==> src/rtl/ahb_bridge_pkg.sv <==
// rtl/ahb_bridge_pkg.sv - shared constants, output-stage states and gray-code helpers for the AHB bridge FIFOs
package ahb_bridge_pkg;

    localparam int REQ_W       = 66;
    localparam int RSP_W       = 33;
    localparam int DEF_P_SIZE  = 3;
    localparam int DEF_F_DEPTH = 4;
    localparam int GRAY_MAX_W  = 32;

    typedef enum logic {
        OUT_IDLE = 1'b0,
        OUT_HOLD = 1'b1
    } out_state_e;

    // Callers zero-extend narrower pointers to GRAY_MAX_W and truncate the result;
    // leading zeros leave both conversions unaffected.
    function automatic logic [GRAY_MAX_W-1:0] bin2gray(input logic [GRAY_MAX_W-1:0] b);
        return b ^ (b >> 1);
    endfunction

    function automatic logic [GRAY_MAX_W-1:0] gray2bin(input logic [GRAY_MAX_W-1:0] g);
        logic [GRAY_MAX_W-1:0] b;
        b = '0;
        for (int i = 0; i < GRAY_MAX_W; i++) begin
            b[i] = ^(g >> i);
        end
        return b;
    endfunction

endpackage

==> src/rtl/gray_counter.sv <==
// rtl/gray_counter.sv - registered binary/gray pointer pair with increment enable and binary load
module gray_counter
    import ahb_bridge_pkg::*;
#(
    parameter int W = DEF_P_SIZE
) (
    input  logic         i_clk,
    input  logic         i_rst,
    input  logic         i_en,
    input  logic         i_load,
    input  logic [W-1:0] i_load_bin,
    output logic [W-1:0] o_bin,
    output logic [W-1:0] o_gray
);

    logic [W-1:0] bin_q, bin_d;
    logic [W-1:0] gray_q, gray_d;

    // Load wins over increment so a flush can jump the pointer in one edge.
    always_comb begin
        bin_d = bin_q;
        if (i_load) begin
            bin_d = i_load_bin;
        end else if (i_en) begin
            bin_d = bin_q + W'(1);
        end
        gray_d = W'(bin2gray(GRAY_MAX_W'(bin_d)));
    end

    always_ff @(posedge i_clk or posedge i_rst) begin
        if (i_rst) begin
            bin_q  <= '0;
            gray_q <= '0;
        end else begin
            bin_q  <= bin_d;
            gray_q <= gray_d;
        end
    end

    assign o_bin  = bin_q;
    assign o_gray = gray_q;

endmodule

==> src/rtl/async_fifo_rd_ctrl.sv <==
// rtl/async_fifo_rd_ctrl.sv - read-domain controller of the gray-pointer CDC FIFO with a registered valid/ready output stage
module async_fifo_rd_ctrl
    import ahb_bridge_pkg::*;
#(
    parameter int DATA_W  = REQ_W,
    parameter int P_SIZE  = DEF_P_SIZE,
    parameter int F_DEPTH = DEF_F_DEPTH
) (
    input  logic              i_clk,
    input  logic              i_rst,
    input  logic [P_SIZE-1:0] i_wr_gray_sync,
    input  logic [DATA_W-1:0] i_fifo_mem_sync [F_DEPTH-1:0],
    input  logic              i_flush,
    input  logic              i_ready,
    output logic              o_valid,
    output logic [DATA_W-1:0] o_data,
    output logic [P_SIZE-1:0] o_rd_gray_ptr,
    output logic              o_empty,
    output logic [P_SIZE-1:0] o_fill,
    output logic              o_ptr_err
);

    localparam int ADDR_W = P_SIZE - 1;

    if (F_DEPTH != (1 << ADDR_W)) begin : g_depth_chk
        $error("async_fifo_rd_ctrl: F_DEPTH must equal 2**(P_SIZE-1)");
    end

    out_state_e        state_q, state_d;
    logic [DATA_W-1:0] data_q, data_d;
    logic              ptr_err_q, ptr_err_d;
    logic [P_SIZE-1:0] rd_bin;
    logic [P_SIZE-1:0] wr_bin;
    logic              pop;

    assign wr_bin  = P_SIZE'(gray2bin(GRAY_MAX_W'(i_wr_gray_sync)));
    assign o_empty = (o_rd_gray_ptr == i_wr_gray_sync);
    assign o_fill  = wr_bin - rd_bin;
    assign o_valid = (state_q == OUT_HOLD);
    assign pop     = !o_empty && (!o_valid || i_ready) && !i_flush;

    gray_counter #(
        .W (P_SIZE)
    ) u_rd_ptr (
        .i_clk      (i_clk),
        .i_rst      (i_rst),
        .i_en       (pop),
        .i_load     (i_flush),
        .i_load_bin (wr_bin),
        .o_bin      (rd_bin),
        .o_gray     (o_rd_gray_ptr)
    );

    // Flush discards the held entry even when i_ready is high in the same cycle.
    always_comb begin
        state_d = state_q;
        data_d  = data_q;
        if (i_flush) begin
            state_d = OUT_IDLE;
        end else if (pop) begin
            state_d = OUT_HOLD;
            data_d  = i_fifo_mem_sync[rd_bin[ADDR_W-1:0]];
        end else if ((state_q == OUT_HOLD) && i_ready) begin
            state_d = OUT_IDLE;
        end
    end

    // A legal gray pointer can never run more than F_DEPTH ahead of the reader.
    assign ptr_err_d = ptr_err_q || (int'(o_fill) > F_DEPTH);

    always_ff @(posedge i_clk or posedge i_rst) begin
        if (i_rst) begin
            state_q   <= OUT_IDLE;
            data_q    <= '0;
            ptr_err_q <= 1'b0;
        end else begin
            state_q   <= state_d;
            data_q    <= data_d;
            ptr_err_q <= ptr_err_d;
        end
    end

    assign o_data    = data_q;
    assign o_ptr_err = ptr_err_q;

endmodule
==> config.mk <==
export PLATFORM = sky130hd
export DESIGN_NAME = async_fifo_rd_ctrl
export DESIGN_NICKNAME = d
export VERILOG_FILES = /design/src/rtl/ahb_bridge_pkg.sv /design/src/rtl/gray_counter.sv /design/src/rtl/async_fifo_rd_ctrl.sv
export SDC_FILE = /design/constraint.sdc
export NUM_CORES = 1
export LEC_CHECK = 0
export CORE_AREA = 2 2 135 137
export CTS_CLUSTER_DIAMETER = 50
export DETAILED_ROUTE_END_ITERATION = 8
export DIE_AREA = 0 0 137 139
export MAX_ROUTING_LAYER = met4
export PLACE_DENSITY = 0.66
export SLEW_MARGIN = 20
export SYNTH_ARGS = -nofsm -noshare
export SYNTH_HDL_FRONTEND = slang
export SYNTH_SLANG_ARGS = --single-unit
export TNS_END_PERCENT = 100
==> constraint.sdc <==
create_clock -name i_clk -period 4.7 [get_ports i_clk]
set_clock_uncertainty 0.05 [all_clocks]
set_input_delay 0.94 -clock i_clk [delete_from_list [all_inputs] [get_ports i_clk]]
set_output_delay 0.94 -clock i_clk [all_outputs]
set_load 0.02 [all_outputs]
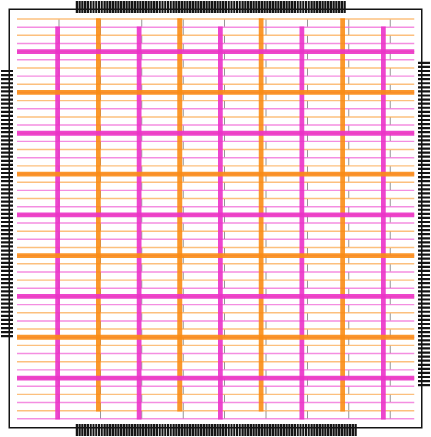
Figure 1: floorplan with the power grid.
Scale: 3 px per um. Pins as bars on the die edge. Tap cells in grey.
legend:
  VSS:
    colour: magenta
  VDD:
    colour: orange
met4 straps: 9
tap cells: 229
signal pins: 346
rows: 49
highest ir drop seen on vdd: 264 uV
CORE AREA: 0.0177 mm^2
x dimension of the die: 137 um
die y size: 139 um

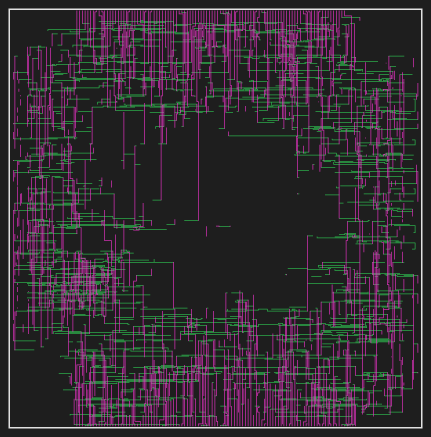
Figure 2: wiring by layer.
Scale: 3 px per um. Two of the layers only.
legend:
  M2:
    colour: magenta
    wire_length: 8560 um
  M1:
    colour: green
    wire_length: 6330 um
Routed WL per cell: 19.5 um
overall routed net length: 16500 um
overall global routing resource usage: 0.178
vias after detailed routing: 3972

==> summary.rpt <==
IMPLEMENTATION SUMMARY REPORT
----------------------------------------------------
[Outcome]
  Run status ........................ complete, no violations

[Finish]
  Clock distribution area overhead in the final layout ........................ 0.0341
  Logic area ........................ 0.00273 mm^2
  Net count of the finished layout ........................ 886
  Dominant class by area ........................ buffers
  Total non-filler cell area in the finished layout ........................ 0.00870 mm^2

[Placed design]
  Worst setup timing slack at the placement stage ........................ 0.441 ns
  Final RePlAce weighted congestion ........................ 0.894
  Sum of net half-perimeters after detailed placement ........................ 13400 um

[Timing]
  Hold Vio Cnt, Final ........................ 0
  Final number of setup-violating endpoints ........................ 0
  Fin Setup TNS ........................ 0 ns
  Pins over their slew limit ........................ 0
  Slew at the pin closest to its max-slew limit ........................ 0.959 ns
  Fin worst setup slack ........................ 0.420 ns
  Final critical path time including I/O delays and setup ........................ 4.28 ns

[Critical path]
  Last element of the critical path ........................ o_fill[2]
  Max FO, Critical Path ........................ 3
  R2R Path End ........................ o_data[57]$_DFFE_PP0P_
  Data arrival time of the worst path ........................ 3.29 ns
  Count of cells along the worst register-to-register path ........................ 4
  Cell with the biggest individual delay on the critical path ........................ sky130_fd_sc_hd__clkdlybuf4s50_1
  CP dominant cell by count ........................ sky130_fd_sc_hd__clkdlybuf4s50_1
  Kind of critical path ........................ in2out

[Yosys]
  Most used flip-flop cell after synthesis ........................ sky130_fd_sc_hd__dfrtp_1
  Synth Net Count ........................ 551
  Number of flops mapped to enable cells by yosys ........................ 0
  Dominant cell area share ........................ 0.382
  Post-Synthesis Mean Instance Area ........................ 17.3 um^2
  Main combinational cell family by area after synthesis ........................ multiplexers
  Registers, synthesis ........................ 73
  Netlist area before placement ........................ 0.00478 mm^2
  Share of synthesized area spent on multiplexers ........................ 0.498
  Post-synth area from yosys stat ........................ 0.00478 mm^2
  Adder share ........................ 0.00942

[Routing]
  Met2 layer wire length in the routed design ........................ 8560 um
  Residual DRC count ........................ 0
  Pre-antenna DRT Iters ........................ 4
  Detailed Route Iter0 Violations ........................ 118

[Power]
  Top Consumer ........................ combinational cells
  Logic power comb ........................ 2.80 mW
  Overall power consumption ........................ 4.63 mW
  Combinational Power Share ........................ 0.606
  Ratio of total power to cell area ........................ 532 mW/mm^2
  Clock network power share ........................ 0.147

[GRT]
  Layer with the highest usage after global routing ........................ met2
  Fraction of met1 tracks used by global routing ........................ 0.204
  Global Route met3 Usage ........................ 0.0398
  Number of global-route vias before repair ........................ 4595
  Grt met2 use ........................ 0.305
  Maximum number of pins on one net before global-route repair ........................ 69

[Flow run]
  Tally of max-capacitance violations ........................ 0

[Clock tree]
  TritonCTS buffer count ........................ 9
  Clock tree from TritonCTS ........................ done

[Die]
  I/O pin count ........................ 346

[Hold path]
  Tightest Hold Check Type ........................ reg2reg

----------------------------------------------------
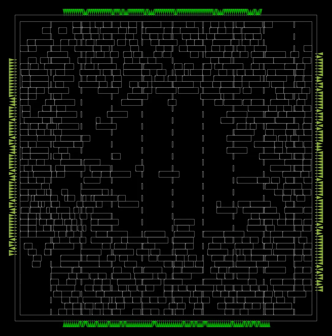
Figure 3: placement view.
site row count: 49
sequential cell count of the final layout: 73
number of standard cells in the layout, taps in and fillers out: 846

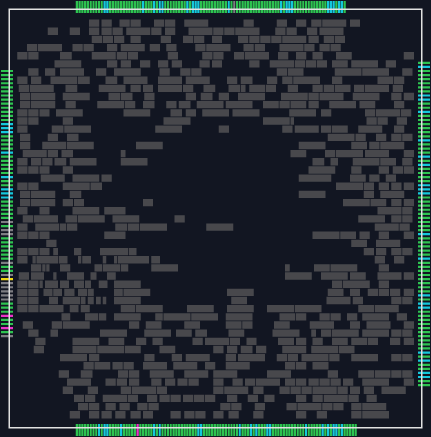
Figure 4: pin placement.
Scale: 3 px per um. Pins as bars across the die edge, other pins in grey.
legend:
  `o_data`:
    colour: cyan
    pins: 66
    direction: output
    edge: 20 north, 19 south, 19 east, 8 west
  `o_rd_gray_ptr`:
    colour: magenta
    pins: 3
    direction: output
    edge: 2 west, 1 south
  `i_fifo_mem_sync`:
    colour: green
    pins: 264
    direction: input
    edge: 82 south, 77 north, 61 east, 44 west
  `o_valid`:
    colour: yellow
    pins: 1
    direction: output
    edge: west
all pins by edge: 102 south, 98 north, 80 east, 66 west

worst min-delay path by stage:
stage / from / endpoint / depth (start not counted)
6_report: o_ptr_err$_DFF_PP0_ / o_ptr_err$_DFF_PP0_ / 1
3_3_place_gp: o_ptr_err$_DFF_PP0_ / o_ptr_err$_DFF_PP0_ / 1
4_1_cts: o_ptr_err$_DFF_PP0_ / o_ptr_err$_DFF_PP0_ / 1
2_1_floorplan: o_ptr_err$_DFF_PP0_ / o_ptr_err$_DFF_PP0_ / 1
3_5_place_dp: o_ptr_err$_DFF_PP0_ / o_ptr_err$_DFF_PP0_ / 1
5_1_grt: o_data[35]$_DFFE_PP0P_ / o_data[35]$_DFFE_PP0P_ / 1
Power figures rest on the tool's default switching activity, not on a simulated workload.
